Figure 1. Supply network.
Bar = 20 um. Pins as bars on the die edge.
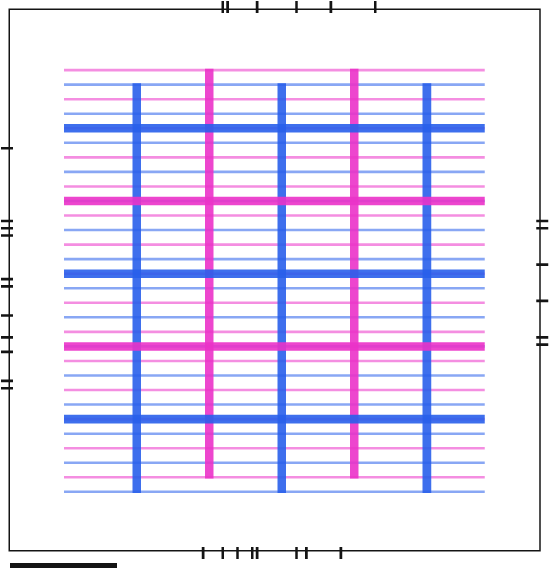
Figure 2. Placement by cell class.
Bar = 20 um.
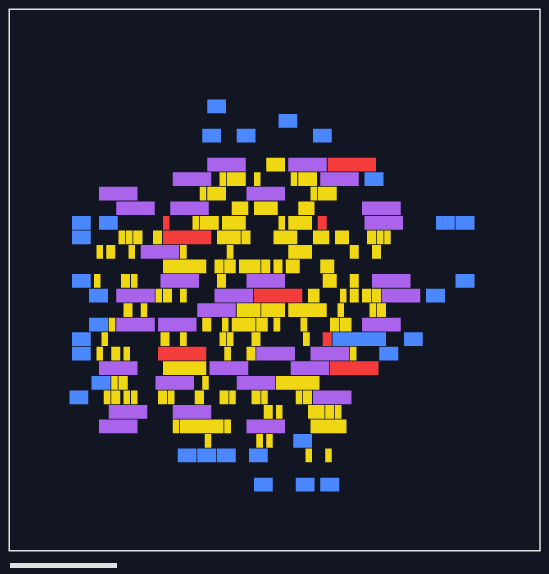
Figure 3. Routed clock nets over the placement.
Bar = 20 um.
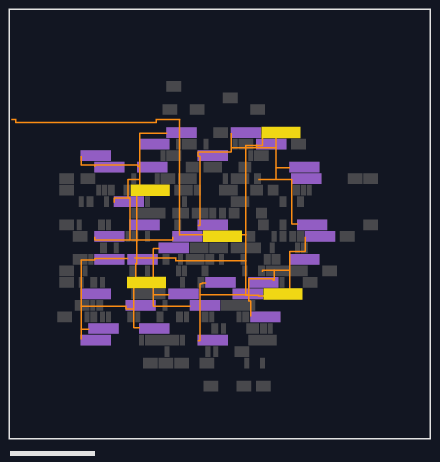
`config.mk`:
```
export PLATFORM = sky130hd
export DESIGN_NAME = serial_add_seq
export DESIGN_NICKNAME = d
export VERILOG_FILES = /design/src/rtl/serial_add_seq.sv
export SDC_FILE = /design/constraint.sdc
export NUM_CORES = 1
export LEC_CHECK = 0
export CAP_MARGIN = 20
export CORE_AREA = 10 10 89 91
export CTS_BUF_LIST = sky130_fd_sc_hd__clkbuf_16
export DETAILED_ROUTE_END_ITERATION = 12
export DIE_AREA = 0 0 99 101
export GPL_ROUTABILITY_DRIVEN = 0
export HOLD_SLACK_MARGIN = 0.08
export SYNTH_ARGS = -nofsm -noshare
export SYNTH_HDL_FRONTEND = slang
export SYNTH_SLANG_ARGS = --single-unit
```
`constraint.sdc`:
```
create_clock -name clk -period 6.8 [get_ports clk]
set_clock_uncertainty 0.15 [all_clocks]
set_input_delay 1.36 -clock clk [delete_from_list [all_inputs] [get_ports clk]]
set_output_delay 1.36 -clock clk [all_outputs]
set_load 0.01 [all_outputs]
```
`src/rtl/serial_add_seq.sv`:
```
// Bit-serial adder: one full_adder is reused once per cycle, LSB first.
// The result is valid during the single-cycle done pulse and is held until the next accepted start.

module full_adder (
  input  logic a,
  input  logic b,
  input  logic ci,
  output logic s,
  output logic co
);
  assign s  = a ^ b ^ ci;
  assign co = (a & b) | (ci & (a ^ b));
endmodule

module serial_add_seq #(
  parameter int WIDTH = 8
) (
  input  logic             clk,
  input  logic             rst,
  input  logic             start,
  input  logic [WIDTH-1:0] a,
  input  logic [WIDTH-1:0] b,
  input  logic             c_in,
  output logic             busy,
  output logic             done,
  output logic [WIDTH-1:0] sum,
  output logic             c_out
);
  localparam int CW = (WIDTH > 2) ? $clog2(WIDTH) : 1;
  localparam logic [CW-1:0] LAST = CW'(WIDTH - 1);

  typedef enum logic [1:0] {IDLE, RUN, DONE} state_t;

  state_t           state_reg;
  logic [WIDTH-1:0] a_reg;
  logic [WIDTH-1:0] b_reg;
  logic [WIDTH-1:0] sum_reg;
  logic [WIDTH-1:0] sum_next;
  logic [CW-1:0]    cnt_reg;
  logic             carry_reg;
  logic             c_out_reg;
  logic             busy_reg;
  logic             done_reg;
  logic             fa_s;
  logic             fa_co;

  full_adder u_fa (
    .a  (a_reg[cnt_reg]),
    .b  (b_reg[cnt_reg]),
    .ci (carry_reg),
    .s  (fa_s),
    .co (fa_co)
  );

  // Only the bit addressed by the counter takes the adder output; all other bits hold.
  genvar gi;
  generate
    for (gi = 0; gi < WIDTH; gi++) begin : g_sum_bit
      assign sum_next[gi] = (state_reg == RUN && cnt_reg == CW'(gi)) ? fa_s : sum_reg[gi];
    end
  endgenerate

  always_ff @(posedge clk) begin
    if (rst) begin
      state_reg <= IDLE;
      a_reg     <= '0;
      b_reg     <= '0;
      sum_reg   <= '0;
      cnt_reg   <= '0;
      carry_reg <= 1'b0;
      c_out_reg <= 1'b0;
      busy_reg  <= 1'b0;
      done_reg  <= 1'b0;
    end else begin
      sum_reg <= sum_next;
      case (state_reg)
        IDLE: begin
          done_reg <= 1'b0;
          if (start) begin
            a_reg     <= a;
            b_reg     <= b;
            carry_reg <= c_in;
            cnt_reg   <= '0;
            busy_reg  <= 1'b1;
            state_reg <= RUN;
          end
        end
        RUN: begin
          carry_reg <= fa_co;
          // The counter stops at the last bit rather than wrapping back to zero.
          if (cnt_reg == LAST) begin
            c_out_reg <= fa_co;
            busy_reg  <= 1'b0;
            done_reg  <= 1'b1;
            state_reg <= DONE;
          end else begin
            cnt_reg <= cnt_reg + 1'b1;
          end
        end
        DONE: begin
          done_reg  <= 1'b0;
          state_reg <= IDLE;
        end
        default: begin
          busy_reg  <= 1'b0;
          done_reg  <= 1'b0;
          state_reg <= IDLE;
        end
      endcase
    end
  end

  assign busy  = busy_reg;
  assign done  = done_reg;
  assign sum   = sum_reg;
  assign c_out = c_out_reg;
endmodule

```
==> run notes <==
yosys + openroad results -> Top Layout Cells=nand2_1, dfxtp_1, clkdlybuf4s50_1, FFs w/ async S/R, synth=0%, final cell count without fillers=271, Cell Type Count=25, Top area cell types=dfxtp_1, nand2_1, a21oi_1, mux4_2, ha_1, hold path depth=2, Post-synth seq share=44.4%, Final min period=2.75 ns, Final Util=32.2%, vias per cell=4.45, Worst Tran Pin Value=0.680 ns, slew margin rel.=54.6%, pin count of the biggest net entering global routing=22, wire per inst=12.6 um, Hold Startpoint=a_reg[6], die footprint=10000 um^2, Max FO, Critical Path=21, WHS=0.301 ns, Post-Place Cells=263, post-synth area from yosys stat=1490 um^2, crit path DRT=6.78 ns, Vias=1206, cell count in the Yosys report=167, Root Buffer=clkbuf_16, crit path capture=cnt_reg[1], R2R Setup Slk=4.32 ns, Top cell area share=44.4%, Leak Pwr=0.742 nW, port bufs=30, CP startpoint kind=input pin, Crit. End Element=flip-flop, Crit-path slowest cell=or3b_2, CP peak stage delay=0.67 ns, Clock transition at path regs=0.05 ns, Dominant flop cell=dfxtp_1, Worst R2R Start=cnt_reg[0], hold path endpoint=a_reg[6], status=completed, RSZ-0062 raised after global routing=false, DRC=0
-- Figure 1 (at the start) --
Key: VDD = magenta; VSS = blue
5 straps on met5. The core has 29 rows. 31 signal pins sit on the boundary. 30 met1 rails follow the rows.
Max IR drop VDD: 0.109 mV
Die Width: 99 um
die height: 101 um

-- Figure 2 (at the start) --
Key: clock drivers and dummy loads = red [cells 8, share of their area 7.3%]; all other logic = yellow [cells 122, share of their area 41%]; other buffers and delay cells = blue [cells 31, share of their area 17%]; flip-flops = purple [cells 33, share of their area 35%]

-- Figure 3 (at the start) --
Key: clock wires = orange [length 491 um]; cells driving clock nets = yellow [count 5]; flip-flops = purple [count 33]
There are 6 routed clock nets.
part of the power in the clock network: 44.6%
Insertion Delay late pin: 0.28 ns
clk pwr: 0.000213 W

[synthesized netlist by cell type, drive strengths merged, types with 3 or more instances]
| cell type | count |
|---|---|
| nand3 | 6 |
| buf | 6 |
| clkbuf | 6 |
| and4bb | 3 |
| ha | 6 |
| a21oi | 24 |
| nand4b | 3 |
| nor2 | 10 |
| mux4 | 4 |
| dfxtp | 33 |
| nand2 | 40 |
| inv | 4 |
| mux2i | 6 |
[metal layers]
metal  part of all wire, %  wire length (um)  vias to the layer above  track usage, %
li1                      -                 -                      618               -
met1                    46              1580                      552            8.57
met2                    45              1540                       28            11.1
met3                   6.4               219                        8            2.81
met4                   2.3                78                        0            4.30
met5                     0                 0                        -               0
[final cells by class]
type | count | area [um^2]
clock buffer | 5 | 125
sequential | 33 | 661
timing repair buffer | 31 | 328
fill | 636 | 4210
inverter | 4 | 15.0
clock inverter | 3 | 13.8
multi-input combinational | 118 | 761
tap | 77 | 96.3
[critical path, delay by kind of cell]
| family | cells | cell delay [ns] |
|---|---|---|
| and+or+nand+nor | 2 | 0.84 |
| buffers and inverters | 1 | 0.47 |
| AOI/OAI and AO/OA | 1 | 0.07 |
[power by group]
group | switching (W) | internal (W)
Sequential | 0.00000781 | 0.000202
Clock | 0.0000799 | 0.000133
Combinational | 0.0000249 | 0.0000288
[cell families (layout without fill, tap and decap cells)]
logic type	count (synthesis)	after routing	synth area share, %
muxes	10	10	10.1
AOI/OAI and AO/OA	26	26	8.74
buffers and inverters	16	43	4.54
adders and majority gates	7	7	6.39
and+or+nand+nor	75	75	25.9
DFF	33	33	44.4
[metrics by stage]
stage               total power (W)  setup slack, ns  area, um^2
floorplan                  0.000246             4.41        1490
CTS                        0.000484             4.06        2000
detailed placement         0.000269             3.77        1860
global placement           0.000266             3.68        1830
finish                     0.000476             4.05        2000
global route               0.000500             3.81        2000
Power figures rest on the tool's default switching activity, not on a simulated workload.
